## config.mk

```make
export PLATFORM = sky130hd
export DESIGN_NAME = hazard_controller
export DESIGN_NICKNAME = d
export VERILOG_FILES = /design/src/rtl/mips_hazard_pkg.sv /design/src/rtl/md_busy_tracker.sv /design/src/rtl/hazard_controller.sv
export SDC_FILE = /design/constraint.sdc
export NUM_CORES = 1
export LEC_CHECK = 0
export CAP_MARGIN = 40
export CORE_MARGIN = 1
export CORE_UTILIZATION = 48
export CTS_BUF_LIST = sky130_fd_sc_hd__clkbuf_4
export DETAILED_ROUTE_END_ITERATION = 6
export PLACE_DENSITY = 0.92
export REMOVE_ABC_BUFFERS = 1
export SLEW_MARGIN = 20
export SYNTH_ARGS = -nofsm -noshare
export SYNTH_HDL_FRONTEND = slang
export SYNTH_SLANG_ARGS = --single-unit
```

## constraint.sdc

```tcl
create_clock -name clk -period 3.5 [get_ports clk]
set_clock_uncertainty 0.2 [all_clocks]
set_input_delay 0.7 -clock clk [delete_from_list [all_inputs] [get_ports clk]]
set_output_delay 0.7 -clock clk [all_outputs]
set_load 0.02 [all_outputs]
```

## src/rtl/mips_hazard_pkg.sv

```systemverilog
// mips_hazard_pkg: shared forward-select encodings, mult/div FSM states and register-match helper.
package mips_hazard_pkg;

    localparam logic [1:0] FWD_REG = 2'b00;
    localparam logic [1:0] FWD_WB  = 2'b01;
    localparam logic [1:0] FWD_MEM = 2'b10;

    typedef enum logic {MD_IDLE, MD_BUSY} md_state_t;

    // $0 is hardwired zero, so it never produces a dependency.
    function automatic logic reg_hit(input logic [4:0] a, input logic [4:0] b);
        return (a != 5'd0) && (a == b);
    endfunction

endpackage

```

## src/rtl/md_busy_tracker.sv

```systemverilog
// md_busy_tracker: tracks occupancy of the multi-cycle mult/div unit after an accepted issue.
module md_busy_tracker
    import mips_hazard_pkg::*;
#(
    parameter int MD_LATENCY = 32
) (
    input  logic clk,
    input  logic reset,
    input  logic issue,
    output logic busy
);

    localparam int W = (MD_LATENCY > 1) ? $clog2(MD_LATENCY) : 1;

    md_state_t state;
    logic [W-1:0] mdcnt;

    always_ff @(posedge clk) begin
        if (reset) begin
            state <= MD_IDLE;
            mdcnt <= '0;
        end else if (state == MD_IDLE) begin
            if (issue) begin
                state <= MD_BUSY;
                mdcnt <= W'(MD_LATENCY - 1);
            end
        end else begin
            mdcnt <= (mdcnt == '0) ? '0 : mdcnt - 1'b1;
            if (mdcnt == '0) state <= MD_IDLE;
        end
    end

    assign busy = (state == MD_BUSY);

endmodule

```

## src/rtl/hazard_controller.sv

```systemverilog
// hazard_controller: pipeline stall/flush/forward control, mult/div occupancy and stall-cycle counter.
module hazard_controller
    import mips_hazard_pkg::*;
#(
    parameter int MD_LATENCY = 32,
    parameter int CNT_WIDTH  = 32
) (
    input  logic                 clk,
    input  logic                 reset,
    input  logic [4:0]           RsD,
    input  logic [4:0]           RtD,
    input  logic [4:0]           RsE,
    input  logic [4:0]           RtE,
    input  logic [4:0]           WriteRegE,
    input  logic [4:0]           WriteRegM,
    input  logic [4:0]           WriteRegW,
    input  logic                 RegWriteE,
    input  logic                 RegWriteM,
    input  logic                 RegWriteW,
    input  logic                 MemtoRegE,
    input  logic                 MemtoRegM,
    input  logic                 BranchD,
    input  logic                 MdStartD,
    input  logic                 HiLoReadD,
    output logic                 StallF,
    output logic                 StallD,
    output logic                 FlushE,
    output logic                 ForwardAD,
    output logic                 ForwardBD,
    output logic [1:0]           ForwardAE,
    output logic [1:0]           ForwardBE,
    output logic                 MdBusy,
    output logic [CNT_WIDTH-1:0] StallCnt
);

    logic lwstall, branchstall, mdstall, stall;

    always_comb begin
        ForwardAE = (RegWriteM && reg_hit(RsE, WriteRegM)) ? FWD_MEM :
                    (RegWriteW && reg_hit(RsE, WriteRegW)) ? FWD_WB  : FWD_REG;
        ForwardBE = (RegWriteM && reg_hit(RtE, WriteRegM)) ? FWD_MEM :
                    (RegWriteW && reg_hit(RtE, WriteRegW)) ? FWD_WB  : FWD_REG;
        ForwardAD = RegWriteM && reg_hit(RsD, WriteRegM);
        ForwardBD = RegWriteM && reg_hit(RtD, WriteRegM);
        lwstall = MemtoRegE && (reg_hit(RsD, RtE) || reg_hit(RtD, RtE));
        // Branches resolve in Decode, so an ALU result still in E or a load in M is too late.
        branchstall = BranchD &&
                      ((RegWriteE && (reg_hit(RsD, WriteRegE) || reg_hit(RtD, WriteRegE))) ||
                       (MemtoRegM && (reg_hit(RsD, WriteRegM) || reg_hit(RtD, WriteRegM))));
        mdstall = (MdStartD || HiLoReadD) && MdBusy;
        stall = lwstall || branchstall || mdstall;
    end

    assign StallF = stall;
    assign StallD = stall;
    assign FlushE = stall;

    md_busy_tracker #(.MD_LATENCY(MD_LATENCY)) u_md (
        .clk   (clk),
        .reset (reset),
        .issue (MdStartD && !stall),
        .busy  (MdBusy)
    );

    always_ff @(posedge clk) begin
        if (reset) StallCnt <= '0;
        else if (stall && !(&StallCnt)) StallCnt <= StallCnt + 1'b1;
    end

endmodule

```

**Routed clock nets over the placement**

Drawn at 4 px/µm.
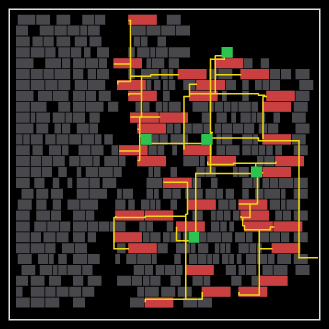
[red] flip-flops | count: 38
[green] clock-net drivers | count: 5
[yellow] clock wires | length: 458 µm
routed clock nets: 6

==> flow_summary.json <==
{
  "antenna_found_initial": 0,
  "placed_area_um2": 3730,
  "design_area_um2": 3790,
  "edf_count": 0,
  "seq_area_um2": 761,
  "clock_power_uw": 203,
  "globalplace.congestion": 0.903,
  "synth_warnings": 0,
  "dp_hpwl_um": 5830,
  "r2r_cells": 7,
  "maxPowerGroup": "registers",
  "comb_power_uw": 280,
  "yosys-stat-area_um2": 2720,
  "critPathBufInv": 3,
  "clock_latency_ns": 0.34,
  "p_per_area_nw_per_um2": 248,
  "crit_family": "simple AND/OR/NAND/NOR gates",
  "grt.busiest_layer": "met2",
  "synth-seq-cells": 38,
  "num-multi-input-gates": 272,
  "drv_cap": 0,
  "hold_buffers": 0,
  "power_frac_seq_pct": 48.6,
  "htree_levels": 2,
  "initCoreUtil_pct": 49.6,
  "setup_violations": 0,
  "antenna_cells": 0,
  "netlist_instances": 342,
  "r2r_end": "StallCnt[3]",
  "nNonClkInverters": 5,
  "logic_area_um2": 1820,
  "largest_area_cell": "dfxtp_1",
  "status": "complete, no violations",
  "grt_use_met3_pct": 5.00,
  "min_path_type": "reg -> reg",
  "cts_setup_buffers": 0,
  "critPathSlowestCell": "or4_4",
  "final_cell_mix": "clkdlybuf4s50_1, dfxtp_1, xnor2_1, a21oi_1, buf_4",
  "buffer_area_share_pct": 27.9,
  "finalPower_uw": 940,
  "critical_path_required_ns": 2.60,
  "dp_worst_setup_slack_ns": -0.338,
  "cp_num_cells": 8,
  "cp-startpoint": "RsD[1]",
  "final_cells": 508,
  "grt_pass1_vias": 2830,
  "num-nets-final": 484,
  "die_h_um": 77.2,
  "fillers": 450,
  "synthFlopType": "dfxtp_1"
}
**A small window of the routed layout**

Region (48, 9) to (68, 29) µm. Cells in gray, sequential cells in the stronger gray; small squares are vias.
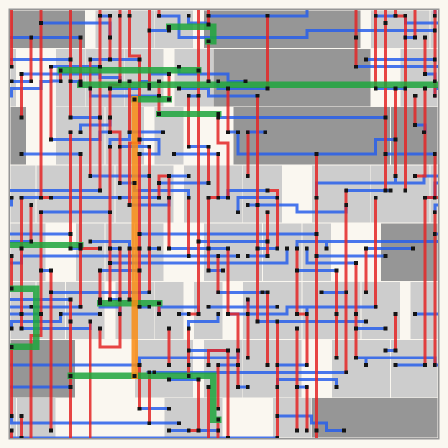
| color | layer |
|---|---|
| orange | M4 |
| green | M3 |
| red | M2 |
| blue | M1 |
sequential cells in the window: 4
most frequent: or4_1 (7), a21oi_1 (7)
netlist names of flops here include: StallCnt (4)
cells with their middle in the window: 46

-- Yosys cell counts, types with 6 or more instances --
library cell and number:
nor3_1 7, o31ai_1 20, or4_1 26, nand3_1 22, nor2b_1 6, clkbuf_1 12, nor4_1 12, a21oi_1 34
nand2_1 21, o21ai_0 11, xor2_1 17, nor2_1 13, xnor2_1 34, dfxtp_1 38, nand4_1 12, or3_1 7
-- logic make-up after synthesis --
kind of cell / after synthesis / share of synthesized area, %
DFF: 38 / 28.0
AOI/OAI and AO/OA: 72 / 16.2
buffers and inverters: 32 / 6.40
adders and majority gates: 2 / 0.921
muxes: 5 / 2.07
xor gates and xnor gates: 51 / 16.4
and+or+nand+nor: 142 / 30.0
-- state kept, by name, summed over array words and instances (netlist names) --
| name | count |
|---|---|
| u_md.mdcnt | 5 |
| u_md.busy | 1 |
| StallCnt | 32 |
